**Met1 routing**

The bar under the picture is 20 um long. Supply wires on this layer in gray.
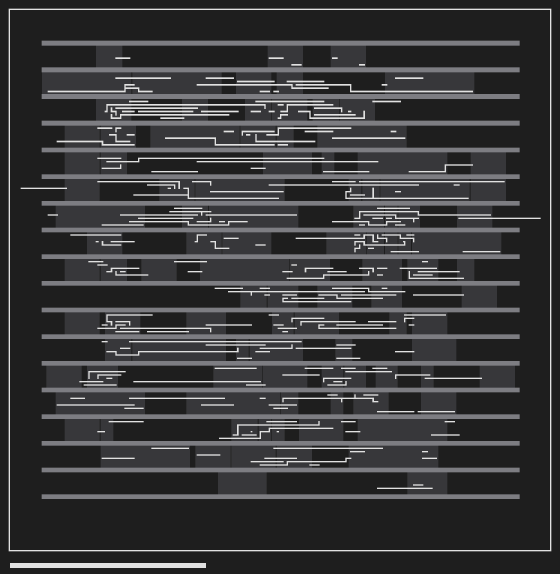
**The metal 2 layer**

The bar under the picture is 20 um long.
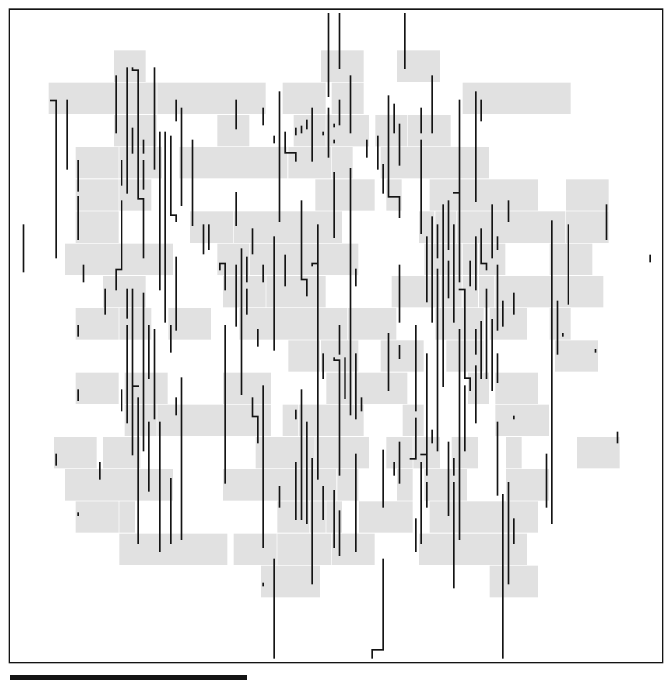
### src/rtl/piso_serializer_msb_if.sv
// Word-load handshake and serial output bundle for the MSB-first serializer.
// master = word producer / bit consumer side, slave = the serializer.
interface piso_serializer_msb_if #(
  parameter int WIDTH = 11,
  parameter int CNT_W = 4
);
  logic [WIDTH-1:0] load_data;
  logic             load_valid;
  logic             load_ready;
  logic             shift_en;
  logic             data_out;
  logic             bit_valid;
  logic             word_done;
  logic [CNT_W-1:0] bits_left;

  modport master (
    output load_data, load_valid, shift_en,
    input  load_ready, data_out, bit_valid, word_done, bits_left
  );

  modport slave (
    input  load_data, load_valid, shift_en,
    output load_ready, data_out, bit_valid, word_done, bits_left
  );
endinterface

### src/rtl/piso_serializer_msb.sv
// Parallel-in/serial-out, MSB first; first bit one cycle after accept, back-to-back with no bubble.
// shift_en low freezes every output; no word is accepted while a word is frozen mid-stream.
module piso_serializer_msb #(
  parameter int   WIDTH    = 11,
  parameter int   CNT_W    = 4,
  parameter logic IDLE_BIT = 1'b0
) (
  input  logic                  clk,
  input  logic                  rst,
  piso_serializer_msb_if.slave  bus
);

  typedef enum logic {IDLE, SHIFT} state_t;

  state_t           r_state;
  logic [WIDTH-1:0] r_shreg;
  logic             r_data_out;
  logic             r_bit_valid;
  logic             r_word_done;
  logic [CNT_W-1:0] r_bits_left;

  state_t           w_state_nxt;
  logic [WIDTH-1:0] w_shreg_nxt;
  logic             w_data_nxt;
  logic             w_valid_nxt;
  logic             w_done_nxt;
  logic [CNT_W-1:0] w_left_nxt;
  logic             w_load_ready;
  logic             w_accept;

  // Ready in the last-bit cycle lets the next word follow with no idle gap.
  assign w_load_ready = (r_state == IDLE) ||
                        ((r_state == SHIFT) && (r_bits_left == '0) && bus.shift_en);
  assign w_accept     = bus.load_valid && w_load_ready;

  always_ff @(posedge clk or posedge rst) begin
    if (rst) begin
      r_state     <= IDLE;
      r_shreg     <= '0;
      r_data_out  <= IDLE_BIT;
      r_bit_valid <= 1'b0;
      r_word_done <= 1'b0;
      r_bits_left <= '0;
    end else begin
      r_state     <= w_state_nxt;
      r_shreg     <= w_shreg_nxt;
      r_data_out  <= w_data_nxt;
      r_bit_valid <= w_valid_nxt;
      r_word_done <= w_done_nxt;
      r_bits_left <= w_left_nxt;
    end
  end

  always_comb begin
    w_state_nxt = r_state;
    w_shreg_nxt = r_shreg;
    w_data_nxt  = r_data_out;
    w_valid_nxt = r_bit_valid;
    w_done_nxt  = r_word_done;
    w_left_nxt  = r_bits_left;

    if (w_accept) begin
      w_state_nxt = SHIFT;
      w_data_nxt  = bus.load_data[WIDTH-1];
      w_shreg_nxt = {bus.load_data[WIDTH-2:0], 1'b0};
      w_left_nxt  = CNT_W'(WIDTH - 1);
      w_valid_nxt = 1'b1;
      w_done_nxt  = 1'b0;
    end else begin
      case (r_state)
        IDLE: begin
          w_state_nxt = IDLE;
        end
        SHIFT: begin
          if (bus.shift_en) begin
            if (r_bits_left != '0) begin
              w_data_nxt  = r_shreg[WIDTH-1];
              w_shreg_nxt = {r_shreg[WIDTH-2:0], 1'b0};
              w_left_nxt  = r_bits_left - 1'b1;
              w_done_nxt  = (r_bits_left == CNT_W'(1));
            end else begin
              w_state_nxt = IDLE;
              w_valid_nxt = 1'b0;
              w_data_nxt  = IDLE_BIT;
              w_done_nxt  = 1'b0;
            end
          end
        end
        default: w_state_nxt = IDLE;
      endcase
    end
  end

  assign bus.load_ready = w_load_ready;
  assign bus.data_out   = r_data_out;
  assign bus.bit_valid  = r_bit_valid;
  assign bus.word_done  = r_word_done;
  assign bus.bits_left  = r_bits_left;

endmodule

### src/flat_wrapper.sv
// flat-port wrapper written by rule: the top's interface ports become plain ports
module piso_serializer_msb_flat 
#(
  parameter int   WIDTH    = 11,
  parameter int   CNT_W    = 4,
  parameter logic IDLE_BIT = 1'b0
)
  (clk, rst, bus_load_data, bus_load_valid, bus_shift_en, bus_load_ready, bus_data_out, bus_bit_valid, bus_word_done, bus_bits_left);
  piso_serializer_msb_if #(.WIDTH(WIDTH), .CNT_W(CNT_W)) bus_i ();
  input  logic clk;
  input  logic rst;
  input wire logic [$bits(bus_i.load_data)-1:0] bus_load_data;
  input wire logic [$bits(bus_i.load_valid)-1:0] bus_load_valid;
  input wire logic [$bits(bus_i.shift_en)-1:0] bus_shift_en;
  output wire logic [$bits(bus_i.load_ready)-1:0] bus_load_ready;
  output wire logic [$bits(bus_i.data_out)-1:0] bus_data_out;
  output wire logic [$bits(bus_i.bit_valid)-1:0] bus_bit_valid;
  output wire logic [$bits(bus_i.word_done)-1:0] bus_word_done;
  output wire logic [$bits(bus_i.bits_left)-1:0] bus_bits_left;
  assign bus_i.load_data = bus_load_data;
  assign bus_i.load_valid = bus_load_valid;
  assign bus_i.shift_en = bus_shift_en;
  assign bus_load_ready = bus_i.load_ready;
  assign bus_data_out = bus_i.data_out;
  assign bus_bit_valid = bus_i.bit_valid;
  assign bus_word_done = bus_i.word_done;
  assign bus_bits_left = bus_i.bits_left;
  piso_serializer_msb #(.WIDTH(WIDTH), .CNT_W(CNT_W), .IDLE_BIT(IDLE_BIT)) u_core (.clk(clk), .rst(rst), .bus(bus_i));
endmodule
### config.mk
export PLATFORM = sky130hd
export DESIGN_NAME = piso_serializer_msb_flat
export DESIGN_NICKNAME = d
export VERILOG_FILES = /design/src/rtl/piso_serializer_msb_if.sv /design/src/rtl/piso_serializer_msb.sv /design/src/flat_wrapper.sv
export SDC_FILE = /design/constraint.sdc
export NUM_CORES = 1
export LEC_CHECK = 0
export CAP_MARGIN = 20
export CORE_MARGIN = 3
export CORE_UTILIZATION = 38
export CTS_BUF_LIST = sky130_fd_sc_hd__clkbuf_8
export DETAILED_ROUTE_END_ITERATION = 6
export GPL_TIMING_DRIVEN = 0
export RECOVER_POWER = 50
export SYNTH_ARGS = -nofsm -noshare
export SYNTH_HDL_FRONTEND = slang
export SYNTH_SLANG_ARGS = --single-unit
export TNS_END_PERCENT = 100
### constraint.sdc
create_clock -name clk -period 2.4 [get_ports clk]
set_input_delay 0.48 -clock clk [delete_from_list [all_inputs] [get_ports clk]]
set_output_delay 0.48 -clock clk [all_outputs]
set_load 0.1 [all_outputs]
==> results.sh <==
# implementation run metrics
export IMPL_status="finished, final reports clean"
export IMPL_swShare=0.455
export IMPL_cts_hold_fix_buffers=0
export IMPL_grt_antenna_before_repair=0
export IMPL_yosysWarningCount=0
export IMPL_place_congestion=0.707
export IMPL_non_clock_buffer_count=26
export IMPL_regToRegStartpoint="u_core.bus.bits_left[1]"
export IMPL_insertedDiodeCount=0
export IMPL_fin_crit_ns=2.28
export IMPL_tritoncts="done"
export IMPL_seq_share=0.371
export IMPL_cts_buffers_inserted=3
export IMPL_stdcell_count=131
export IMPL_sequential_share_of_power=0.324
export IMPL_synth_async_reset_ratio=1.00
export IMPL_netlist_area_leader_share=0.492
export IMPL_slew_headroom=0.348
export IMPL_powerComb_mw=0.767
export IMPL_average_cell_area_after_synthesis_um2=11.9
export IMPL_ctsHtreeMaxLevel=1
export IMPL_power_clock_mw=0.245
export IMPL_yosys_area_top_type="dfrtp_1"
export IMPL_yosys_stat_seqShare=0.492
export IMPL_hold_path_endpoint="u_core.r_shreg[1]"
export IMPL_port_buffer_count=22
export IMPL_min_period_over_period=0.949
export IMPL_cts_resized_gates=3
export IMPL_synth_area_um2=915
export IMPL_cp_buffers_inverters=1
export IMPL_post_drt_wl_per_cell_um=15.4
export IMPL_powerSeq_mw=0.486
export IMPL_worst_reg_to_reg_path_cell_count=5
export IMPL_grt_max_degree=19
export IMPL_worstSetupEndpointType="output pin"
export IMPL_die_area_um2=3030
export IMPL_buf_share=0.207
export IMPL_timing_critical_path_from_type="flip-flop"
export IMPL_cp_startpoint="u_core.bus.bits_left[0]"
export IMPL_crit_reg2reg_capture="u_core.bus.bits_left[0]"
export IMPL_via_per_inst=5.74
export IMPL_floorplan_rows=17
export IMPL_dominantRegCellSynth="dfrtp_1"
export IMPL_critical_path_class="flip-flop to output pin"
export IMPL_cts_sinks=18
export IMPL_first_global_vias=704
export IMPL_max_cap_violation_count=0
export IMPL_nFillCells=224
export IMPL_ys_flops=18
export IMPL_layout_core_utilization=0.542
export IMPL_final_max_slew_viol_count=0
export IMPL_dpl_cell_count=127
export IMPL_critPathArrivalTime_ns=1.80
export IMPL_cp_num_cells=1
export IMPL_top_cell="dfrtp_1"
export IMPL_critical_path_endpoint="bus_bits_left[0]"
export IMPL_total_internal_power_mw=0.816
export IMPL_synthesized_chip_area_reported_by_yosys_um2=915
export IMPL_setup_repair_after_global_routing_missed_its_margin="false"
export IMPL_syn_to_final_growth_pct=33.5
export IMPL_final_hold_viol_count=0
export IMPL_clock_skews_ns=0.00162
export IMPL_drt_drc_violations_left=0
export IMPL_grt_met3_usage=0.0295
export IMPL_initCoreUtil=0.406
export IMPL_combGateArea_um2=407
export IMPL_coreArea_um2=2250
export IMPL_top_level_ports=23
export IMPL_hold_path_startpoint="u_core.r_shreg[1]"
export IMPL_worst_hold_path_type="flip-flop to flip-flop"
export IMPL_crit_path_cell_trace="clkdlybuf4s50_1"
export IMPL_comb_area_frac=0.333
export IMPL_n_clock_buffer=4
export IMPL_synth_cells_yosys=77
export IMPL_final_common_cell="clkdlybuf4s50_1"
export IMPL_postPlaceCellArea_um2=1170
export IMPL_cpMaxStageDelayCell="clkdlybuf4s50_1"
export IMPL_synth_cells_most_frequent="dfrtp_1, a221o_1, nor3b_1"
export IMPL_tap_cells=28
export IMPL_clock_area_frac=0.0451
export IMPL_drt_first_pass_iters=4
export IMPL_number_of_standard_cells_after_synthesis=77
export IMPL_first_pass_grt_wire_length_mm=3.24
export IMPL_fin_setup_tns_ns=0
export IMPL_area_sequential_um2=453
export IMPL_cts_root_buffer="clkbuf_8"
export IMPL_final_layout_size_suffix_gt1_frac=0.146
export IMPL_chipWidth_um=55.1
export IMPL_worst_ir_drop_vdd_mv=0.778
export IMPL_cts_reportedPaths_clkPinSlew_ns=0.07
export IMPL_cp_top_family="buffers and inverters"
export IMPL_grt_remaining_overflow=0
export IMPL_tightest_slew_ns=0.976
export IMPL_worst_hold_slack_ns=0.500
export IMPL_layout_top_cells_excl_fill_tap="clkdlybuf4s50_1, dfrtp_1, nor3b_1, a221o_1, inv_1"
export IMPL_synth_edff_count=0
export IMPL_min_path_cells=1
export IMPL_clock_latency_ns=0.25
export IMPL_crit_path_max_fanout=5
export IMPL_worst_endpoint_required_time_ns=1.92
export IMPL_drtIter0Drc=14
export IMPL_clock_path_buffers=2
export IMPL_timing_fmax_ghz=0.439
export IMPL_clock_power_share=0.164
export IMPL_groute_usage_overall=0.154
export IMPL_postCtsSetupRepairBufs=0
export IMPL_ff2ff_setup_slack_ns=0.43
export IMPL_total_tool_warning_count=28
export IMPL_grt_busiest_layer="met2"
export IMPL_die_h_um=55.1
export IMPL_power_leakage_nw=0.534
export IMPL_combPwrFrac=0.512
-- 'met1 routing' (at the start) --
longest straight run: 18.9 um
main direction: horizontal
nets with wire on the layer: 100
wire length on this layer: 934 um
share of all routed wire: 46%
total wirelength of the detailed-routed design: 2.01 mm
total number of vias: 752
met1 routing resource usage after global routing: 0.184

-- 'the metal 2 layer' (at the start) --
nets with wire on the layer: 106
longest straight run: 25.5 um
main direction: vertical
share of all routed wire: 45%
met2 global-route usage: 0.258

[kinds of logic (layout without fill, tap and decap cells)]
kind of cell | count (synthesis) | after routing | share of synthesized area
AOI/OAI and AO/OA | 21 | 21 | 0.189
adders and majority gates | 3 | 3 | 0.0410
muxes | 2 | 2 | 0.0246
buffers and inverters | 9 | 35 | 0.0588
DFF | 18 | 18 | 0.492
and+or+nand+nor | 24 | 24 | 0.194
[layer usage]
metal	vias to the layer above	part of all wire
met5	-	0
met4	0	0.017
met3	4	0.068
met2	25	0.45
met1	374	0.46
li1	349	-
[state kept, by name, indices dropped and copies added, names as in the netlist]
| signal | cells |
|---|---|
| u_core.bus.bit_valid | 1 |
| u_core.bus.bits_left | 4 |
| u_core.bus.word_done | 1 |
| u_core.bus.data_out | 1 |
| u_core.r_shreg | 10 |
| u_core.r_state | 1 |
